==> src/rtl/auth_ctrl.sv <==
// auth_ctrl: BLE UART receiver (8N1) feeding the rider-authorization FSM; define AUTH_ERR_CNT_EN for the saturating error counter
module auth_ctrl #(
  parameter int BAUD_DIV = 2604,
  parameter int ERR_W    = 8
) (
  input  logic             clk,
  input  logic             rst_n,
  input  logic             RX,
  input  logic             rider_off,
  output logic             pwr_up,
  output logic             rx_rdy,
  output logic [7:0]       rx_data,
  output logic             frm_err,
  output logic [ERR_W-1:0] err_cnt
);
  localparam logic [11:0] FULL = 12'(BAUD_DIV);
  localparam logic [11:0] HALF = 12'(BAUD_DIV / 2);
  typedef enum logic [1:0] {IDLE, START, DATA, STOP} rx_st_t;
  typedef enum logic [1:0] {OFF, PWR1, PWR2} au_st_t;
  rx_st_t      rx_st_q, rx_st_d;
  au_st_t      au_q, au_d;
  logic        rx_s1_q, rx_s2_q, rx_p_q;
  logic [11:0] cnt_q, cnt_d;
  logic [2:0]  idx_q, idx_d;
  logic [7:0]  sh_q, sh_d, data_q, data_d;
  logic        rdy_q, rdy_d, ferr_q, ferr_d, pwr_q;
  logic        expire, got_g, got_s;
  assign expire  = cnt_q == 12'd1;
  assign got_g   = rdy_q && data_q == 8'h67;
  assign got_s   = rdy_q && data_q == 8'h73;
  assign pwr_up  = pwr_q;
  assign rx_rdy  = rdy_q;
  assign rx_data = data_q;
  assign frm_err = ferr_q;
  // Two-flop RX synchronizer plus a delayed copy of its output for start-edge detection
  always_ff @(posedge clk or negedge rst_n) begin
    if (!rst_n) begin
      rx_s1_q <= 1'b1;
      rx_s2_q <= 1'b1;
      rx_p_q  <= 1'b1;
    end else begin
      rx_s1_q <= RX;
      rx_s2_q <= rx_s1_q;
      rx_p_q  <= rx_s2_q;
    end
  end
  // Receiver and authorization state registers
  always_ff @(posedge clk or negedge rst_n) begin
    if (!rst_n) begin
      rx_st_q <= IDLE;
      cnt_q   <= '0;
      idx_q   <= '0;
      sh_q    <= '0;
      data_q  <= '0;
      rdy_q   <= 1'b0;
      ferr_q  <= 1'b0;
      au_q    <= OFF;
      pwr_q   <= 1'b0;
    end else begin
      rx_st_q <= rx_st_d;
      cnt_q   <= cnt_d;
      idx_q   <= idx_d;
      sh_q    <= sh_d;
      data_q  <= data_d;
      rdy_q   <= rdy_d;
      ferr_q  <= ferr_d;
      au_q    <= au_d;
      pwr_q   <= au_d != OFF;
    end
  end
  // Receiver next state: half-bit wait to the start-bit center, then one bit period per sample
  always_comb begin
    rx_st_d = rx_st_q;
    cnt_d   = (cnt_q == '0) ? cnt_q : cnt_q - 12'd1;
    idx_d   = idx_q;
    sh_d    = sh_q;
    data_d  = data_q;
    rdy_d   = 1'b0;
    ferr_d  = 1'b0;
    case (rx_st_q)
      IDLE: if (!rx_s2_q && rx_p_q) begin
        rx_st_d = START;
        cnt_d   = HALF;
      end
      START: if (expire) begin
        rx_st_d = rx_s2_q ? IDLE : DATA;
        cnt_d   = FULL;
        idx_d   = '0;
      end
      DATA: if (expire) begin
        sh_d    = {rx_s2_q, sh_q[7:1]};
        idx_d   = idx_q + 3'd1;
        cnt_d   = FULL;
        rx_st_d = (idx_q == 3'd7) ? STOP : DATA;
      end
      default: if (expire) begin
        rx_st_d = IDLE;
        rdy_d   = rx_s2_q;
        ferr_d  = !rx_s2_q;
        data_d  = rx_s2_q ? sh_q : data_q;
      end
    endcase
  end
  // Authorization next state: 'g' authorizes, 's' requests stop, rider leaving completes a pending stop
  always_comb begin
    au_d = au_q;
    case (au_q)
      OFF:  au_d = got_g ? PWR1 : OFF;
      PWR1: au_d = got_s ? (rider_off ? OFF : PWR2) : PWR1;
      PWR2: au_d = got_g ? PWR1 : (rider_off ? OFF : PWR2);
      default: au_d = OFF;
    endcase
  end
`ifdef AUTH_ERR_CNT_EN
  logic [ERR_W-1:0] err_q;
  assign err_cnt = err_q;
  // Count framing errors and unrecognized bytes, saturating at all-ones
  always_ff @(posedge clk or negedge rst_n) begin
    if (!rst_n) err_q <= '0;
    else if ((ferr_q || (rdy_q && !got_g && !got_s)) && err_q != '1) err_q <= err_q + ERR_W'(1);
  end
`else
  assign err_cnt = '0;
`endif
endmodule

==> config.mk <==
export PLATFORM = sky130hd
export DESIGN_NAME = auth_ctrl
export DESIGN_NICKNAME = d
export VERILOG_FILES = /design/src/rtl/auth_ctrl.sv
export SDC_FILE = /design/constraint.sdc
export NUM_CORES = 1
export LEC_CHECK = 0
export CAP_MARGIN = 20
export CELL_PAD_IN_SITES_DETAIL_PLACEMENT = 0
export CELL_PAD_IN_SITES_GLOBAL_PLACEMENT = 1
export CORE_AREA = 5 5 84 86
export CTS_CLUSTER_DIAMETER = 120
export DETAILED_ROUTE_END_ITERATION = 6
export DIE_AREA = 0 0 89 91
export GPL_TIMING_DRIVEN = 0
export HOLD_SLACK_MARGIN = 0.05
export PLACE_DENSITY = 0.61
export SYNTH_ARGS = -nofsm -noshare
export SYNTH_HDL_FRONTEND = slang
export SYNTH_SLANG_ARGS = --single-unit
==> constraint.sdc <==
create_clock -name clk -period 3.1 [get_ports clk]
set_input_delay 0.31 -clock clk [delete_from_list [all_inputs] [get_ports clk]]
set_output_delay 0.31 -clock clk [all_outputs]
set_load 0.01 [all_outputs]
layer_met2.png
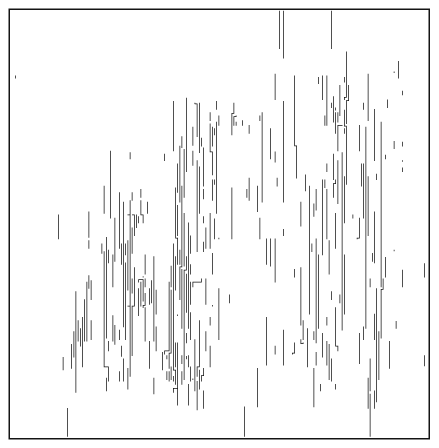
wire length on this layer: 1850 um
longest straight run: 42.8 um
nets with wire on the layer: 172
routed vias: 1406
met2 Use GR: 17.0%

clocks.png
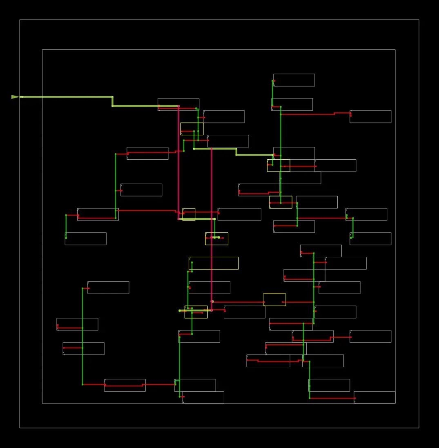
Late-Pin Clk Latency: 0.29 ns
clock sink count: 41
Post-Route Skew: 0.00223 ns

sizes.png
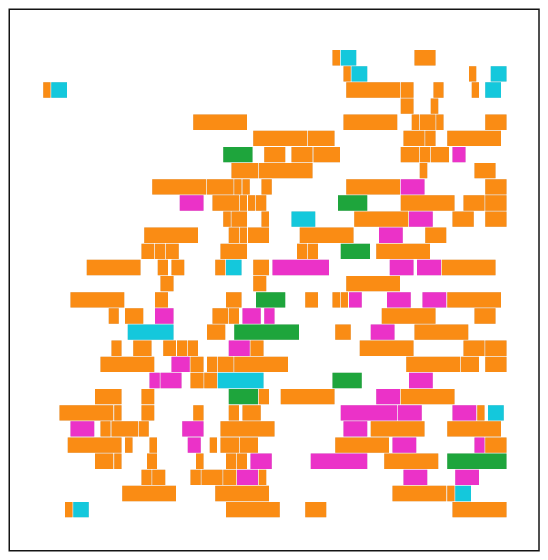
| size | colour | cells |
|---|---|---|
| _0 and _1 cells | orange | 156 |
| _2 cells | magenta | 35 |
| _3 and _4 cells | cyan | 12 |
| _6 and larger | green | 8 |
setup slack after layout: 0.928 ns
Finished Cell Area: 2490 um2
Non-clk bufs: 27
area grow syn2layout: 20.0%

==> flow_metrics.tcl <==
# yosys + openroad results
set metrics [dict create \
    synth_area_per_cell_um2 11.5 \
    grt_pass1_vias 1330 \
    cts_root_buf "clkbuf_8" \
    min_delay_path_depth 0 \
    dp_hpwl_mm 2.97 \
    startpoint "cnt_q[5]$_DFF_PN0_" \
    combinationalPower_w 0.000689 \
    layout_top_cell "dfrtp_1" \
    hold_path_class "flip-flop to flip-flop" \
    pg_seq_w 0.000709 \
    mostFrequentLayoutCells "dfrtp_1, mux2_2, clkdlybuf4s50_1" \
    grt_max_degree 23 \
    fin_tns_setup_ns 0 \
    compound_area_share_pct 10.7 \
    ctsResizeCount 0 \
    cp_max_fo 9 \
    status "completed" \
    cp.depth 4 \
    slowest_delay_ns 0.71 \
    ctsHoldBuffers 1 \
    regToRegStartpoint "cnt_q[5]$_DFF_PN0_" \
    diodes 0 \
    crit_type "flip-flop to flip-flop" \
    start_kind "flip-flop" \
    logic_family "simple AND/OR/NAND/NOR gates" \
    total_power_w 0.00185 \
    cp_top_family "AND-OR/OR-AND gates" \
    yosysMostFrequentCell "dfrtp_1" \
    setup_viol 0 \
    worst_slew_pin_slew_ns 0.750 \
    yosys.area_share.adder_pct 4.82 \
    top_area_share_pct 45.8 \
    p_leak_nw 1.13 \
    p_sw_w 0.000677 \
    crit_chain "nor4_4, nand4_4, a211oi_1, a21oi_1" \
    gr-usage-all-layers_pct 10.5 \
    place_ws_ns 0.941 \
    crit_buf_inv 0 \
    synth.cells.most_frequent "dfrtp_1, mux2_2, a21oi_1, nor2_1" \
    r2r_slack_ns 0.93 \
    wirelength_mm 3.95 \
    muxShareOfSynthArea_pct 10.2 \
    fp_util_pct 33.5 \
    clkPwrFrac_pct 24.5 \
    drive_gt1_share_pct 26.1 \
    drc 0 \
    place_area_um2 2360 \
    dp_cells 279 \
    ant_nets 0 \
    ys_seq_share_pct 49.5 \
    num-nets-final 222 \
    switching_share_pct 36.5 \
    pin_count 23 \
    grt_pass1_wl_mm 6.60 \
    cts_tree "yes" \
    edf_count 0 \
    syn-cell-area_um2 2080 \
    synth.distinct_cells 51 \
    ys_chip_area_um2 2080 \
    ys_cells 180 \
    grt_setup_unrepaired "false" \
    drv_slew 0 \
    power_density_nw_per_um2 743 \
    ys_warn_count 0 \
    clock_path_buffers 2 \
]
[cell type report]
cell class / count / area [um2] / share of cell area (%)
plain buffers: 11 / 73.8 / 2.96
clock buffers: 6 / 82.6 / 3.31
clock inverters: 2 / 37.5 / 1.51
inverters: 6 / 22.5 / 0.903
multi-input cells: 129 / 978 / 39.2
flip-flops and latches: 41 / 1030 / 41.3
well taps: 77 / 96.3 / 3.86
repair buffers: 16 / 173 / 6.92
[per-layer routing]
layer	vias to the layer above	GRT usage (%)	wire length, um
met2	30	17.0	1850
met3	6	2.99	193
li1	699	-	-
met4	0	3.72	61
met1	671	13.4	1840
met5	-	0	0
